$ cat config.mk
export PLATFORM = sky130hd
export DESIGN_NAME = i2c_slave_rx
export DESIGN_NICKNAME = d
export VERILOG_FILES = /design/src/rtl/i2c_slave_rx.sv
export SDC_FILE = /design/constraint.sdc
export NUM_CORES = 1
export LEC_CHECK = 0
export ABC_AREA = 1
export CAP_MARGIN = 10
export CORE_MARGIN = 4
export CORE_UTILIZATION = 59
export CTS_CLUSTER_SIZE = 10
export DETAILED_ROUTE_END_ITERATION = 10
export PLACE_DENSITY = 0.84
export RECOVER_POWER = 100
export SLEW_MARGIN = 20
export SYNTH_ARGS = -nofsm -noshare
export SYNTH_HDL_FRONTEND = slang
export SYNTH_SLANG_ARGS = --single-unit
$ cat constraint.sdc
create_clock -name clk -period 3.7 [get_ports clk]
set_clock_uncertainty 0.05 [all_clocks]
set_input_delay 0.37 -clock clk [delete_from_list [all_inputs] [get_ports clk]]
set_output_delay 0.37 -clock clk [all_outputs]
set_load 0.03 [all_outputs]
$ cat src/rtl/i2c_slave_rx.sv
// I2C slave receive front-end: bus synchronisation, start/stop detection, address match,
// MSB-first byte capture with ACK/NACK. Optional macro I2C_RX_GLITCH_FILTER_EN adds majority filtering.
module i2c_slave_rx #(
  parameter logic [6:0] SLAVE_ADDR = 7'b1111000,
  parameter int         MAX_BYTES  = 24
) (
  input  logic       clk,
  input  logic       rst,
  input  logic       scl,
  input  logic       sda_in,
  output logic       sda_out,
  input  logic       rx_ready,
  output logic [7:0] rx_data,
  output logic       rx_valid,
  output logic       mode,
  output logic       addr_match,
  output logic [4:0] byte_cnt,
  output logic       start_det,
  output logic       stop_det,
  output logic       overflow
);

  typedef enum logic [2:0] {IDLE, ADDR, ADDR_ACK, DATA, DATA_ACK, IGNORE} state_t;

  localparam logic [4:0] MAX_CNT = 5'(MAX_BYTES);

  logic       scl_m, scl_s, sda_m, sda_s, scl_c, sda_c, scl_q, sda_q;
  logic [2:0] warm;
  logic       sync_ok, scl_rise, scl_fall, start_c, stop_c;
  logic [7:0] byte_s;

`ifdef I2C_RX_GLITCH_FILTER_EN
  localparam logic [2:0] WARM_CYCLES = 3'd6;
  logic [1:0] scl_h, sda_h;
  logic       scl_f, sda_f;

  function automatic logic maj3(input logic a, input logic b, input logic c);
    return (a & b) | (a & c) | (b & c);
  endfunction

  always_ff @(posedge clk or posedge rst) begin
    if (rst) begin
      scl_h <= 2'b11;
      sda_h <= 2'b11;
      scl_f <= 1'b1;
      sda_f <= 1'b1;
    end else begin
      scl_h <= {scl_h[0], scl_s};
      sda_h <= {sda_h[0], sda_s};
      scl_f <= maj3(scl_s, scl_h[0], scl_h[1]);
      sda_f <= maj3(sda_s, sda_h[0], sda_h[1]);
    end
  end

  assign scl_c = scl_f;
  assign sda_c = sda_f;
`else
  localparam logic [2:0] WARM_CYCLES = 3'd3;
  assign scl_c = scl_s;
  assign sda_c = sda_s;
`endif

  // Edge detection stays gated until the pipeline holds real bus samples, so a reset
  // taken mid-transfer cannot fabricate a start/stop from the flops' reset value.
  always_ff @(posedge clk or posedge rst) begin
    if (rst) begin
      scl_m <= 1'b1;
      scl_s <= 1'b1;
      sda_m <= 1'b1;
      sda_s <= 1'b1;
      scl_q <= 1'b1;
      sda_q <= 1'b1;
      warm  <= 3'd0;
    end else begin
      scl_m <= scl;
      scl_s <= scl_m;
      sda_m <= sda_in;
      sda_s <= sda_m;
      scl_q <= scl_c;
      sda_q <= sda_c;
      warm  <= (warm == WARM_CYCLES) ? warm : warm + 3'd1;
    end
  end

  assign sync_ok  = (warm == WARM_CYCLES);
  assign scl_rise = sync_ok & scl_c & ~scl_q;
  assign scl_fall = sync_ok & ~scl_c & scl_q;
  assign start_c  = sync_ok & scl_q & sda_q & ~sda_c;
  assign stop_c   = sync_ok & scl_q & ~sda_q & sda_c;

  state_t     state, state_n;
  logic [2:0] bit_cnt, bit_n;
  logic [7:0] shift, shift_n, rx_data_n;
  logic       ack_phase, ack_phase_n, accepted, accepted_n;
  logic       sda_n, valid_n, mode_n, match_n, start_n, stop_n, ovf_n;
  logic [4:0] cnt_n;

  assign byte_s = {shift[6:0], sda_c};

  always_ff @(posedge clk or posedge rst) begin
    if (rst) begin
      state      <= IDLE;
      bit_cnt    <= 3'd0;
      shift      <= 8'h00;
      ack_phase  <= 1'b0;
      accepted   <= 1'b0;
      sda_out    <= 1'b1;
      rx_data    <= 8'h00;
      rx_valid   <= 1'b0;
      mode       <= 1'b0;
      addr_match <= 1'b0;
      byte_cnt   <= 5'd0;
      start_det  <= 1'b0;
      stop_det   <= 1'b0;
      overflow   <= 1'b0;
    end else begin
      state      <= state_n;
      bit_cnt    <= bit_n;
      shift      <= shift_n;
      ack_phase  <= ack_phase_n;
      accepted   <= accepted_n;
      sda_out    <= sda_n;
      rx_data    <= rx_data_n;
      rx_valid   <= valid_n;
      mode       <= mode_n;
      addr_match <= match_n;
      byte_cnt   <= cnt_n;
      start_det  <= start_n;
      stop_det   <= stop_n;
      overflow   <= ovf_n;
    end
  end

  // Bus conditions override every state; ACK slots span two scl falling edges.
  always_comb begin
    state_n     = state;
    bit_n       = bit_cnt;
    shift_n     = shift;
    ack_phase_n = ack_phase;
    accepted_n  = accepted;
    sda_n       = sda_out;
    rx_data_n   = rx_data;
    valid_n     = 1'b0;
    mode_n      = mode;
    match_n     = addr_match;
    cnt_n       = byte_cnt;
    start_n     = 1'b0;
    stop_n      = 1'b0;
    ovf_n       = 1'b0;
    if (stop_c) begin
      stop_n  = 1'b1;
      state_n = IDLE;
      sda_n   = 1'b1;
      match_n = 1'b0;
    end else if (start_c) begin
      start_n     = 1'b1;
      bit_n       = 3'd0;
      ack_phase_n = 1'b0;
      match_n     = 1'b0;
      sda_n       = 1'b1;
      state_n     = ADDR;
    end else begin
      case (state)
        ADDR: begin
          if (scl_rise) begin
            shift_n = byte_s;
            bit_n   = bit_cnt + 3'd1;
            if (bit_cnt == 3'd7) begin
              ack_phase_n = 1'b0;
              state_n     = (byte_s[7:1] == SLAVE_ADDR) ? ADDR_ACK : IGNORE;
            end else begin
              state_n = ADDR;
            end
          end else begin
            state_n = ADDR;
          end
        end
        ADDR_ACK: begin
          if (scl_fall && !ack_phase) begin
            sda_n       = 1'b0;
            ack_phase_n = 1'b1;
            mode_n      = shift[0];
            match_n     = 1'b1;
            cnt_n       = 5'd0;
          end else if (scl_fall) begin
            sda_n       = 1'b1;
            ack_phase_n = 1'b0;
            bit_n       = 3'd0;
            state_n     = DATA;
          end else begin
            state_n = ADDR_ACK;
          end
        end
        DATA: begin
          if (scl_rise) begin
            shift_n = byte_s;
            bit_n   = bit_cnt + 3'd1;
            if (bit_cnt == 3'd7) begin
              ack_phase_n = 1'b0;
              state_n     = DATA_ACK;
              if (rx_ready && (byte_cnt < MAX_CNT)) begin
                rx_data_n  = byte_s;
                valid_n    = 1'b1;
                cnt_n      = byte_cnt + 5'd1;
                accepted_n = 1'b1;
              end else begin
                ovf_n      = 1'b1;
                accepted_n = 1'b0;
              end
            end else begin
              state_n = DATA;
            end
          end else begin
            state_n = DATA;
          end
        end
        DATA_ACK: begin
          if (scl_fall && !ack_phase) begin
            sda_n       = ~accepted;
            ack_phase_n = 1'b1;
          end else if (scl_fall) begin
            sda_n       = 1'b1;
            ack_phase_n = 1'b0;
            bit_n       = 3'd0;
            state_n     = DATA;
          end else begin
            state_n = DATA_ACK;
          end
        end
        IDLE:    state_n = IDLE;
        IGNORE:  state_n = IGNORE;
        default: state_n = IDLE;
      endcase
    end
  end

endmodule
Figure 1. A small window of the routed layout (run 1).
Bar = 5 um. Region (24, 38) to (44, 58) um. Cells in grey, sequential cells in the stronger grey; small squares are vias.
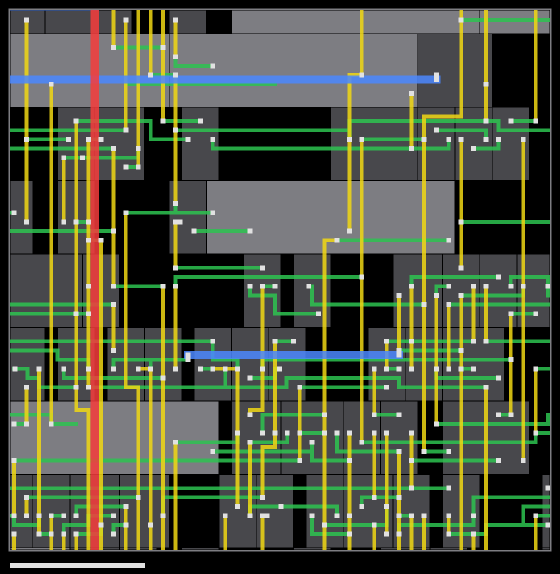
met1 -> green
met3 -> blue
met4 -> red
met2 -> yellow
most frequent = nand2_1 (14), nor2_1 (13), inv_1 (5)
netlist names of flops here include = state (2)
cells with their middle in the window = 47
sequential cells in the window = 4

Figure 2. Register map, names as in the netlist (run 1).
Bar = 20 um. Other sequential cells in the stronger grey, the rest of the logic in the fainter grey.
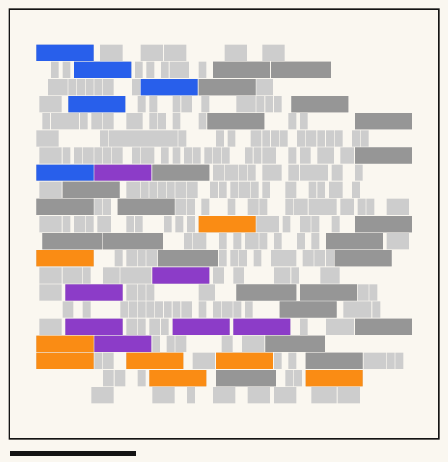
byte_cnt -> blue  # sequential cells 5, where upper left
rx_data -> orange  # sequential cells 8
shift -> purple  # sequential cells 7
not coloured = 24

==> impl_metrics.yaml, run 1 <==
# generated from flow reports
synth:
  synth_warnings: 0
  ys_seq_share_pct: 52.2
  synth.area.top_cells: "dfrtp_1 (44%), nand2_1 (13%), dfstp_2 (8.7%), inv_1 (5.1%), nor2_1 (4.4%)"
  syn_nets: 253
  synth_cell_types: 28
  most_common_cell: "nand2_1"
  syn_area_per_cell_um2: 8.74
global_routing:
  grt_pass1_wl_um: 7120
  grt_use_total_pct: 21.0
  grt_max_degree: 45
power:
  p_int_uw: 749
  pwr-share-comb_pct: 14.4
  power_frac_seq_pct: 54.8
  power.switching_uw: 287
  p_clk_share_pct: 30.9
  leakagePower_nw: 1.24
placed_design:
  dp_cells: 311
  port_buffers: 24
clock_tree:
  cts_tree: "built"
  worstSkewPairLatency_ns: 0.36
finish:
  diodes: 0
  register_area_um2: 1110
  fillers: 274
  drive_gt1_share_pct: 8.42
sta:
  finalCritPeriodShare_pct: 69.7
  worstMarginPinSlew_ns: 2.24
  finalMaxSlewViolations: 45
  fmax_mhz: 388
  hold_viol: 0
floorplan:
  chipArea_um2: 4620
  core_um2: 3420
  die_h_um: 68.0
  die_x_um: 68.0
worst_setup_path:
  path_max_fanout: 44
  reg2reg_slack_ns: 1.38
  cp-start-kind: "primary input"
  arrival_ns: 2.56
  crit_type: "in -> async"
job:
  max_cap_viol_count: 1
outcome:
  violations: "max-capacitance violations, max-slew violations"
  outcome: "complete, but fails checks"
route:
  first_iter_violations: 127
Figure 3. Signal wires by layer (run 1).
Bar = 20 um.
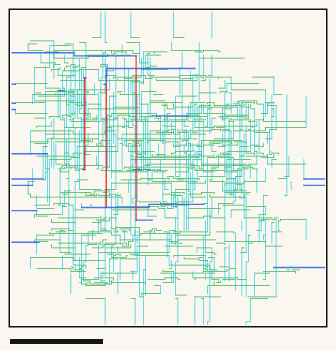
met1 -> green  # wire length 1910 um
met4 -> red  # wire length 81.6 um
met3 -> blue  # wire length 144 um
met2 -> cyan  # wire length 1850 um
routed via count: 1597
routed wire length: 3990 um

Figure 4. Selected gate families (run 1).
Bar = 20 um.
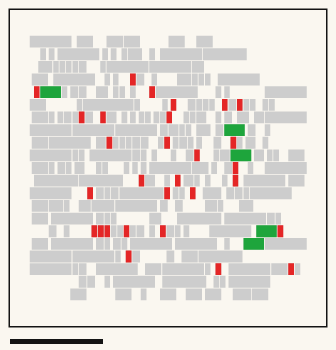
adder and majority cells -> green  # cells 5, most used ha_1
inverters -> red  # cells 29, most used inv_1

## run 1: layout make-up
type                            count  area share [%]
Timing Repair Buffer               25            10.1
Tap cell                           46            2.39
Sequential cell                    44            46.1
Clock buffer                        6            2.13
Inverter                           29            4.52
Clock inverter                      2            1.61
Multi-Input combinational cell    167            33.1
## run 1: final timing paths
kind	start	end	cells after the start
max in group clk	warm[0]$_DFFE_PP0P_	rx_data[0]$_DFFE_PP0P_	9
setup reg to reg	warm[0]$_DFFE_PP0P_	rx_data[0]$_DFFE_PP0P_	9
hold / removal	sda_m$_DFF_PP1_	sda_c$_DFF_PP1_	0
min in group asynchronous	rst	rx_valid$_DFF_PP0_	3
hold reg to reg	sda_m$_DFF_PP1_	sda_c$_DFF_PP1_	0
setup / recovery	rst	state[0]$_DFFE_PP0P_	3
## run 1: cells by family (layout without fill, tap and decap cells)
logic type / Yosys count / in the layout / synth area share, %
AND/OR/NAND/NOR: 133 / 133 / 29.4
flip-flops: 44 / 44 / 52.2
buffers and inverters: 32 / 62 / 6.36
AND-OR/OR-AND: 25 / 25 / 7.30
adder cells (fa/ha/maj): 5 / 5 / 2.94
XOR/XNOR: 3 / 3 / 1.24
multiplexers: 1 / 1 / 0.530
## run 1: routing by layer
metal  vias to the layer above  share of wire (%)  global-route usage (%)
li1                        819                  -                       -
met1                       745                 48                    28.9
met2                        27                 46                    30.7
met3                         6                3.6                    5.75
met4                         0                2.0                    9.93
met5                         -                  0                       0
## run 1: power by group through the flow
stage               Clock, mW  Combinational [mW]  Sequential, mW
detailed placement          0               0.161           0.578
finish                  0.320               0.149           0.567
global placement            0               0.155           0.576
floorplan                   0               0.126           0.569
global route            0.345               0.177           0.576
CTS                     0.327               0.162           0.569
## run 1: per-stage QoR
step / cell area, um^2 / power [mW] / worst slack, ns / utilization, % / hold WS, ns
floorplan: 2120 / 0.695 / 1.99 / - / 0.295
global placement: 2400 / 0.731 / 1.67 / 70.4 / 0.296
detailed placement: 2400 / 0.739 / 1.60 / 70.4 / 0.297
CTS: 2490 / 1.06 / 1.56 / 73.0 / 0.315
global route: 2410 / 1.10 / 0.661 / 70.4 / 0.323
finish: 2410 / 1.04 / 1.12 / 70.4 / 0.321
## run 1: worst max-delay path: stages
cell and delay, ns:
dlygate4sd3_1 0.53, inv_1 0.05, clkbuf_1 1.59
## run 1: registers in the layout (all words and copies together), names as in the netlist, 3 cells and up
name / count
bit_cnt: 3
byte_cnt: 5
rx_data: 8
shift: 7
state: 3
warm: 3
## run 1: cells in the final DEF (no fill, tap or decap), types with 2 or more instances in the layout
cell            n
nor3_1          3
nand2_1        74
dfstp_1         2
nand2_2         4
inv_1          29
dlygate4sd3_1  23
clkbuf_4        5
dfrtp_1        37
ha_1            5
dfstp_2         5
xnor2_1         2
o21ai_0        18
nand3_1        13
nand4_1         4
a21oi_1         3
nor2_1         30
Figure 5. Routing congestion map (run 1).
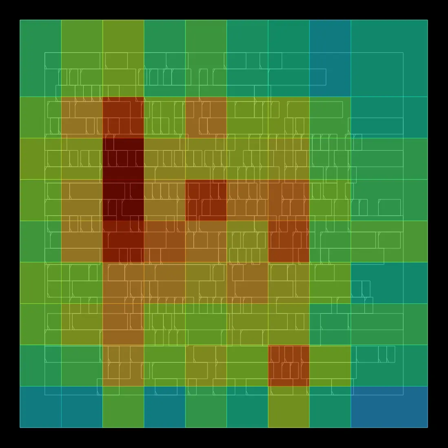

==> run 2: changes to the inputs <==
CORE_UTILIZATION = 55   (was 59)
PLACE_DENSITY = 0.79   (was 0.84)
clock period = 2.43 ns   (was 3.7 ns; I/O delays follow)
Figure 6. Routing congestion map (run 2).
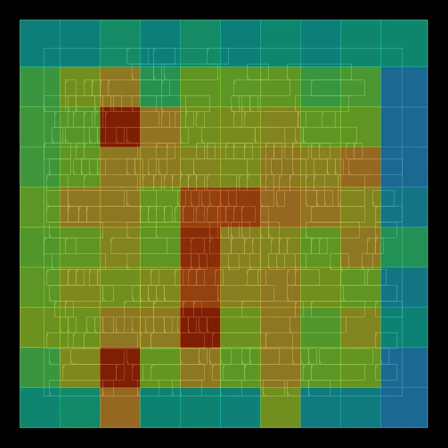
post-layout util: 67.4%
met1 Track Usage GR: 24.7%
GRT Max-Usage Layer: met2

Figure 7. Signal wires by layer (run 2).
Bar = 20 um.
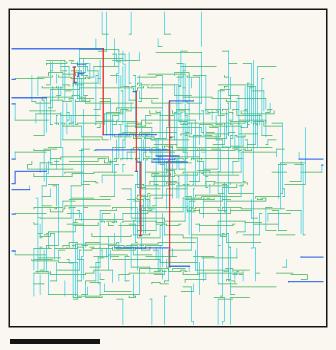
routed wire length: 3930 um
routed via count: 1626

==> run 2 against run 1 <==
Net effect: first-iteration DRC count shrank 24%; synthesized cell count is the same; non-clock buffer count grew 1; highest routed layer unchanged; critical path depth grew 7; critical endpoint is now byte_cnt[3]$_DFFE_PP0P_; count of clock-buffer cells in the layout grew 1; worst setup slack lost 0.77 ns; the run now ends clean; sequential share of layout area shrank 1.5 points; utilization shrank 3.1 points.
==> impl_metrics.yaml, run 2 <==
# generated from flow reports
outcome:
  outcome: "completed"
min_path:
  whs_path_depth: 0
  worstHoldStart: "scl_m$_DFF_PP1_"
  hold_path_end: "scl_c$_DFF_PP1_"
worst_setup_path:
  crit_type: "reg -> reg"
  cp_cell_sequence: "ha_1, ha_1, nand2_4, nor3_1, nor2_1, nand2_2, inv_1, nand2_1, nand2_1, nand2_1"
  path_max_fanout: 7
  arrival_ns: 2.27
  reg2reg_slack_ns: 0.35
  worstPathBufferInverterCount: 1
  worstReg2RegStart: "warm[0]$_DFFE_PP0P_"
  slowest_delay_ns: 0.37
  r2r_end: "byte_cnt[3]$_DFFE_PP0P_"
  crit_top_cell: "nand2_1"
finish:
  diodes: 0
  regMostFlops: "rx_data"
  final_cell_mix: "nand2_1 (73), dfrtp_1 (37), inv_1 (28), nor2_1 (28), dlygate4sd3_1 (23)"
  top_regs: "rx_data: 8 flops, shift: 7 flops, byte_cnt: 5 flops"
job:
  max_cap_viol_count: 0
floorplan:
  chipArea_um2: 4920
  die_x_um: 70.2
clock_tree:
  worstSkewPairLatency_ns: 0.29
  cts_tree: "built"
synth:
  ys_seq_share_pct: 52.2
  synthAdderAreaFrac_pct: 2.94
  synth.area.top_cells: "dfrtp_1 (44%), nand2_1 (13%), dfstp_2 (8.7%), inv_1 (5.1%), nor2_1 (4.4%)"
  syn_area_per_cell_um2: 8.74
  syn_nets: 253
  synthSimpleGateAreaFrac_pct: 29.4
  top_logic_kind: "simple AND/OR/NAND/NOR gates"
  mux_area_share_pct: 0.530
  aoi_share_pct: 7.30
sta:
  worstMarginPinSlew_ns: 1.10
  fin_ws_ns: 0.348
  finalCritPeriodShare_pct: 85.7
  finalMaxSlewViolations: 0
  hold_viol: 0
global_routing:
  grt_max_degree: 27
route:
  first_iter_violations: 96
placed_design:
  preCtsSetupSlack_ns: 0.490
## run 2: area by class of cell
| type | count | area, um^2 |
|---|---|---|
| Inverter | 29 | 109 |
| Multi-Input combinational cell | 167 | 823 |
| Clock buffer | 7 | 96.3 |
| Timing Repair Buffer | 26 | 256 |
| Sequential cell | 44 | 1110 |
| Clock inverter | 1 | 30.0 |
| Tap cell | 48 | 60.1 |
| Fill cell | 301 | 1200 |
## run 2: worst max path at each step
stage | endpoint | cells past startpoint | slack [ns] | from
after global routing | byte_cnt[2]$_DFFE_PP0P_ | 10 | 0.15 | warm[0]$_DFFE_PP0P_
after detailed placement | rx_data[0]$_DFFE_PP0P_ | 9 | 0.49 | warm[0]$_DFFE_PP0P_
after global placement | rx_data[0]$_DFFE_PP0P_ | 9 | 0.57 | warm[0]$_DFFE_PP0P_
after floorplan | byte_cnt[2]$_DFFE_PP0P_ | 11 | 0.72 | warm[0]$_DFFE_PP0P_
after CTS | rx_data[0]$_DFFE_PP0P_ | 9 | 0.46 | warm[0]$_DFFE_PP0P_
final | byte_cnt[3]$_DFFE_PP0P_ | 10 | 0.35 | warm[0]$_DFFE_PP0P_
## run 2: kinds of logic (layout without fill, tap and decap cells)
group / count (synthesis) / count (layout)
compound gates: 25 / 25
fa+ha+maj: 5 / 5
mux: 1 / 1
simple gates: 133 / 133
flops: 44 / 44
buf+inv: 32 / 63
xor+xnor: 3 / 3
## run 2: layer usage
metal | vias up | global-route usage [%] | part of all wire, %
met3 | 13 | 4.60 | 3.5
met2 | 35 | 28.1 | 46
met1 | 754 | 24.7 | 48
li1 | 824 | - | -
met5 | - | 0 | 0
met4 | 0 | 7.23 | 2.4
## run 2: power by group
group          switching [mW]  leakage, nW  internal (mW)
Combinational           0.143        0.646         0.0869
Sequential             0.0584        0.562          0.809
Clock                   0.241       0.0645          0.363
Total                   0.443         1.27           1.26
## run 2: metrics by stage
| stage | hold slack, ns | instances | area, um^2 |
|---|---|---|---|
| after CTS | 0.245 | 322 | 2550 |
| after global placement | 0.296 | 314 | 2430 |
| after global routing | 0.318 | 322 | 2480 |
| after detailed placement | 0.301 | 314 | 2430 |
| after floorplan | 0.197 | 243 | 2120 |
| final | 0.317 | 322 | 2480 |
No activity file was given, so power comes from the tool's default toggle rates.
